Design crank_wheel_gen_flat, sky130hd; sources not shown.
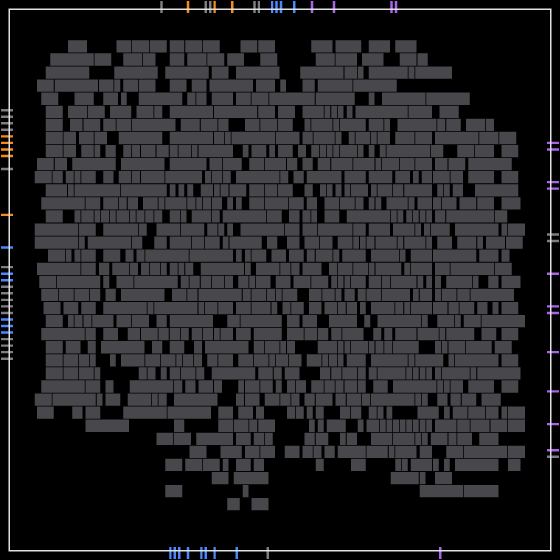
*I/O pins on the die edge, run 1*
Pins as bars across the die edge, other pins in grey.
orange -> bus_tooth_idx  # pins 8, direction output, edge 5 west, 3 north
blue -> bus_tick_cnt  # pins 18, direction output, edge 8 south, 6 west, 4 north
purple -> bus_tooth_top  # pins 16, direction input, edge 11 east, 4 north, 1 south
port bufs: 65
Die Y-Extent: 112.3 um
chip width: 112.3 um

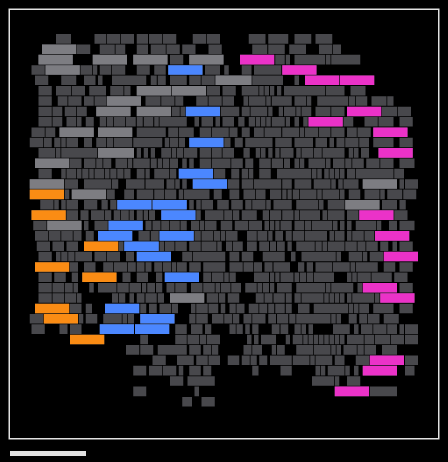
*Sequential cells coloured by netlist name, run 1*
The bar under the picture is 20 um long. Other sequential cells in the stronger grey, the rest of the logic in the fainter grey.
magenta -> u_core.top_s  # sequential cells 16
orange -> u_core.pcnt  # sequential cells 8
blue -> u_core.bus.tick_cnt  # sequential cells 18
not coloured = 22
register area: 1604 um2
Seq power: 0.000446 W
sequential cell area share: 0.2152
Finished Core Util: 0.7253

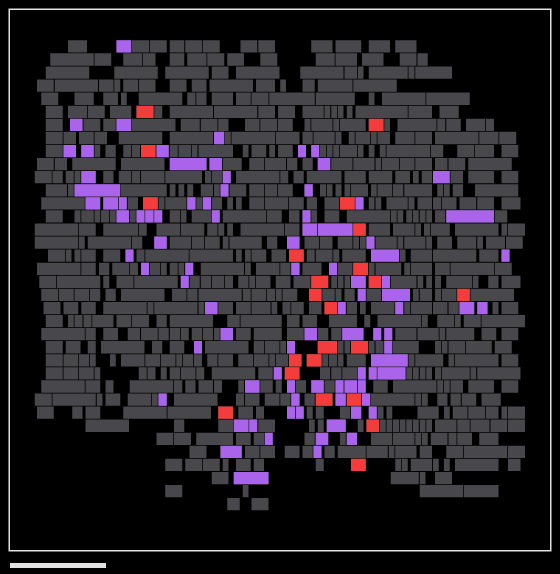
*Gate-type map, run 1*
The bar under the picture is 20 um long.
red -> non-inverting ao/oa cells  # cells 23, most used o31a_1
purple -> aoi and oai cells  # cells 89, most used o21ai_0
non-filler cells, final: 909
Commonest Layout Cell: nand2_1
combinational share of cell area: 0.5856

==> impl_metrics.tcl, run 1 <==
# place-and-route summary
set metrics [dict create \
    grt_max_degree 38 \
    required_ns 6.45 \
    critPathMaxFanout 33 \
    status "finished, final reports clean" \
    grt_pass1_wl_mm 27.27 \
    cts_tree "yes" \
    p_int_w 0.0009501 \
    relSlewSlack 0.2644 \
    power_w 0.001588 \
    core_area_um2 10280 \
    clkLatencyLatePin_ns 0.36 \
    grt_pass1_vias 5768 \
    ys_seq_share 0.2641 \
    yosys_warnings 0 \
    grt_overflow 0 \
    dp_slack_ns -1.324 \
    edf_count 0 \
    drive_gt1_frac 0.1643 \
    postCtsHoldBufs 0 \
    async_flop_share 1.000 \
    antenna_left 0 \
    clkPwrFrac 0.244 \
    antenna_found_initial 0 \
    timing.fmax_mhz 162.5 \
    vdd_drop_max_v 0.0001254 \
    drc_errors 0 \
    p_switching_w 0.0006377 \
    ctsHtreeMaxLevel 3 \
    wl_mm 18.10 \
    openroad.warnings 26 \
    hold_viol 0 \
    grt_usage 0.2585 \
    yosysTopAreaCell "dfrtp_1" \
    netlist_area_um2 6070 \
    ys_top_cells_by_count "nand2_1, dfrtp_1, inv_1" \
    drt_iter0_markers 598 \
    postSynthCellCount 700 \
    place_inst 868 \
    vias 5919 \
    synth_stat.cells 700 \
    synth.distinct_cells 81 \
    post_dp_cell_area_um2 6716 \
    finalCritPeriodShare 0.9845 \
    flop_cell "dfrtp_1" \
    reg2reg_depth 26 \
    clockRootBuffer "clkbuf_8" \
    p_comb_frac 0.475 \
]
==> run 1: final cells by class <==
class / instances / area share
Inverter: 51 / 0.02568
Multi-Input combinational cell: 551 / 0.5856
Timing Repair Buffer: 91 / 0.1232
Clock inverter: 6 / 0.009063
Sequential cell: 64 / 0.2152
Clock buffer: 10 / 0.01846
Tap cell: 136 / 0.02283
==> run 1: metrics by stage <==
stage | setup TNS [ns] | utilization
final | 0 | 0.7253
after global routing | -2.696 | 0.7253
after CTS | 0 | 0.6922
after detailed placement | -53.55 | 0.6535
after global placement | -67.31 | 0.6497
after floorplan | -12.64 | -
==> run 1: layer usage <==
| metal | global-route usage | part of all wire | up-vias |
|---|---|---|---|
| li1 | - | - | 2605 |
| met1 | 0.3062 | 0.36 | 2853 |
| met2 | 0.4577 | 0.50 | 363 |
| met3 | 0.05229 | 0.087 | 98 |
| met4 | 0.1034 | 0.048 | 0 |
| met5 | 0 | 0 | - |
==> run 1: repair_timing <==
| action | 4_1_cts | 5_1_grt |
|---|---|---|
| setup buffers | 12 | 11 |
| pin swaps | 7 | 18 |
| gates cloned | 0 | 2 |
| endpoints found under the hold margin | 0 | 0 |
| endpoints found under the setup margin | 53 | 54 |
| gates resized | 15 | 43 |
==> run 1: cell usage in the layout, fill, tap and decap left out, types with 4 or more instances in the layout <==
master and n:
a211o_1 4, a21oi_1 20, and3_1 20, buf_12 4, buf_4 22, clkbuf_8 10
clkdlybuf4s50_1 61, dfrtp_1 62, ha_1 29, ha_2 4, ha_4 4, inv_1 50
mux2_1 6, mux2_2 18, mux2_4 5, mux2i_1 27, nand2_1 73, nand2_2 4
nand2b_1 4, nand3_1 19, nand3b_1 7, nand4_1 15, nand4b_1 4, nor2_1 42
nor2b_1 7, nor3_1 19, nor4_1 9, o21a_1 4, o21ai_0 24, o311ai_0 4
o31a_1 5, o31ai_1 7, xnor2_1 36, xnor2_2 4, xor2_1 41
==> run 1: power groups by stage <==
stage	registers [W]	clock network [W]	logic (W)
3_5_place_dp	0.000452	0	0.000619
6_report	0.000446	0.000387	0.000755
2_1_floorplan	0.000451	0	0.000472
4_1_cts	0.000445	0.000384	0.000644
3_3_place_gp	0.000454	0	0.000576
5_1_grt	0.000448	0.000402	0.000818
==> run 1: kinds of logic (layout without fill, tap and decap cells) <==
| family | after synthesis | after routing | synth area share |
|---|---|---|---|
| simple gates | 255 | 255 | 0.2224 |
| compound gates | 111 | 112 | 0.1352 |
| buf+inv | 86 | 158 | 0.06658 |
| xor+xnor | 84 | 84 | 0.1212 |
| flops | 64 | 64 | 0.2641 |
| mux | 61 | 61 | 0.1103 |
| fa+ha+maj | 38 | 38 | 0.07957 |
| other cells | 1 | 1 | 0.0006178 |
==> run 1: worst max-delay path, delay by kind of cell (launching register included) <==
| family | cells | cell delay [ns] |
|---|---|---|
| flops | 1 | 0.60 |
| xor+xnor | 2 | 0.35 |
| mux | 1 | 0.34 |
| fa+ha+maj | 3 | 0.91 |
| buf+inv | 5 | 0.80 |
| compound gates | 4 | 1.11 |
| simple gates | 11 | 1.87 |
### Routed metal, one colour a layer, run 1

Two of the layers only.
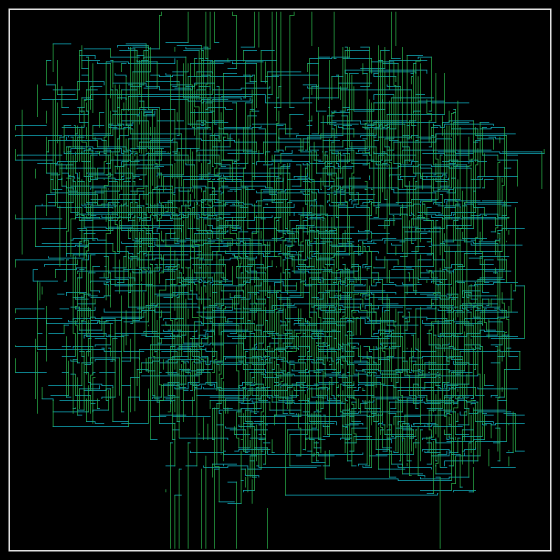

==> inputs of run 2 (changes only) <==
--- a/config.mk
+++ b/config.mk
@@ -10,7 +10,7 @@
 export CORE_UTILIZATION = 58
 export DETAILED_ROUTE_END_ITERATION = 16
 export GPL_TIMING_DRIVEN = 0
-export PLACE_DENSITY = 0.93
+export PLACE_DENSITY = 0.92
 export REMOVE_ABC_BUFFERS = 1
 export SLEW_MARGIN = 25
 export SYNTH_ARGS = -nofsm -noshare
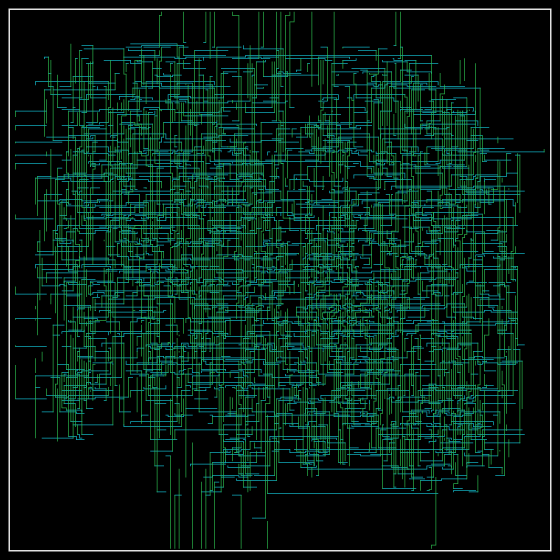
*Routed metal, one colour a layer, run 2*
Two of the layers only.
green -> M2  # wire length 9200 um
cyan -> M1  # wire length 6890 um
routed length per instance: 20.05 um
via count: 5941
Total GRT Usage: 0.2770
Routed WL: 18.45 mm

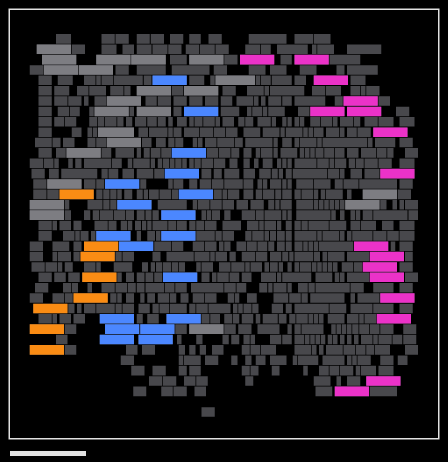
*Sequential cells coloured by netlist name, run 2*
The bar under the picture is 20 um long. Other sequential cells in the stronger grey, the rest of the logic in the fainter grey.
orange -> u_core.pcnt  # sequential cells 8
blue -> u_core.bus.tick_cnt  # sequential cells 18
magenta -> u_core.top_s  # sequential cells 16
register area: 1607 um2
sequential cell area share: 0.2116
Finished Core Util: 0.7389

==> run 2 against run 1 <==
Effect of this change: sequential cell count unchanged; area after synthesis unchanged; worst setup slack got worse by 0.027 ns; sequential share of layout area shrank 0.36 points; cell count increased by 1.2%; count of clock-buffer cells in the layout unchanged; power down 1.2%; core utilization is 1.4 points higher; first-iteration DRC count down 8.4%; critical endpoint is now u_core.top_s[1]$_DFF_PN0_; largest cell class unchanged.
==> impl_metrics.tcl, run 2 <==
# place-and-route summary
set metrics [dict create \
    post_dp_cell_area_um2 6716 \
    drive_gt1_frac 0.1760 \
    die_y_um 112.3 \
    wl_met2_mm 9.203 \
    wl_met1_mm 6.894 \
    required_ns 6.50 \
    busiest_layer "met2" \
    relSlewSlack 0.3474 \
    timing.fmax_mhz 161.8 \
    wl_met3_mm 1.462 \
    grt_max_degree 36 \
    status "finished, final reports clean" \
    netlist_area_um2 6070 \
    ys_seq_share 0.2641 \
    io_buffers 65 \
    grt_pass1_wl_mm 28.88 \
    synth.distinct_cells 81 \
    openroad.warnings 26 \
    postCtsHoldBufs 0 \
    clkLatencyLatePin_ns 0.37 \
    async_flop_share 1.000 \
    reg2reg_depth 27 \
    edf_count 0 \
    antenna_left 0 \
    maxUsedRoutingLayer "met4" \
    critPathMaxFanout 17 \
    grt_pass1_vias 5896 \
    finalCritPeriodShare 0.9888 \
    layout_top_cell "nand2_1" \
    yosys_warnings 0 \
    ctsHtreeMaxLevel 3 \
    drc_errors 0 \
    grt_util_met3 0.06792 \
    use_met1 0.3272 \
    postCtsSetupRepairBufs 24 \
    post_cts_resized 27 \
    cts_tree "yes" \
    grt_overflow 0 \
    ys_top_cells_by_count "nand2_1, dfrtp_1, inv_1" \
    synth_stat.cells 700 \
    hold_viol 0 \
    dieWidth_um 112.3 \
    use_met2 0.4835 \
]
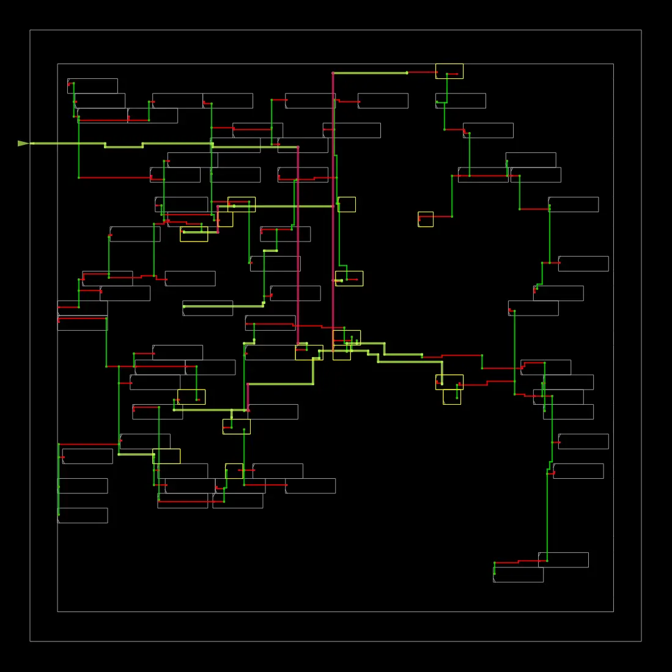
*Clock routing, run 2*
clock skew: 0.01474 ns
Sink Count: 64
flop count: 64
Clock net power: 0.000359 W
CTS buffer count: 9

## run 2: cell count changes in the layout (fill, tap and decap cells not counted), moves of 2 or more
cell	change
ha_2	-2
buf_4	+7
nand2_2	-2
buf_16	+2
ha_1	-2
inv_6	+2
buf_6	+3
nand2_1	+2
ha_4	+4
## run 2: power by group
group | total, W | leakage (nW) | internal [W] | switching [W]
combinational | 0.000764 | 2.41 | 0.000337 | 0.000427
clock | 0.000359 | 0.0899 | 0.000160 | 0.000199
sequential | 0.000446 | 0.825 | 0.000432 | 0.0000147
## run 2: cells by family (layout without fill, tap and decap cells)
group / count (synthesis) / count (layout) / synth area share
DFF: 64 / 64 / 0.2641
muxes: 61 / 61 / 0.1103
buffers and inverters: 86 / 170 / 0.06658
AOI/OAI and AO/OA: 111 / 111 / 0.1352
other: 1 / 1 / 0.0006178
adders and majority gates: 38 / 38 / 0.07957
xor gates and xnor gates: 84 / 84 / 0.1212
and+or+nand+nor: 255 / 255 / 0.2224
## run 2: per-stage QoR
| step | worst slack (ns) | power [W] | cells | TNS [ns] |
|---|---|---|---|---|
| 3_5_place_dp | -1.410 | 0.001072 | 868 | -58.07 |
| 3_3_place_gp | -1.576 | 0.001031 | 866 | -67.40 |
| 6_report | 0.06975 | 0.001569 | 920 | 0 |
| 5_1_grt | -0.1032 | 0.001655 | 920 | -1.266 |
| 4_1_cts | 0.01534 | 0.001479 | 910 | 0 |
| 2_1_floorplan | -0.4980 | 0.0009228 | 665 | -12.64 |
## run 2: area by class of cell
| cell class | count | share of cell area |
|---|---|---|
| clock inverter | 6 | 0.006591 |
| inverter | 51 | 0.02521 |
| tap | 136 | 0.02241 |
| multi-input combinational | 550 | 0.5746 |
| clock buffer | 10 | 0.01812 |
| sequential | 64 | 0.2116 |
| timing repair buffer | 103 | 0.1415 |
## run 2: worst max-delay path: cells and delay by family (launching register included)
kind	cells	cell delay (ns)
muxes	2	0.52
AOI/OAI and AO/OA	4	1.06
adders and majority gates	3	0.74
and+or+nand+nor	10	1.83
DFF	1	0.54
buffers and inverters	6	1.12
xor gates and xnor gates	2	0.23
Power figures rest on the tool's default switching activity, not on a simulated workload.
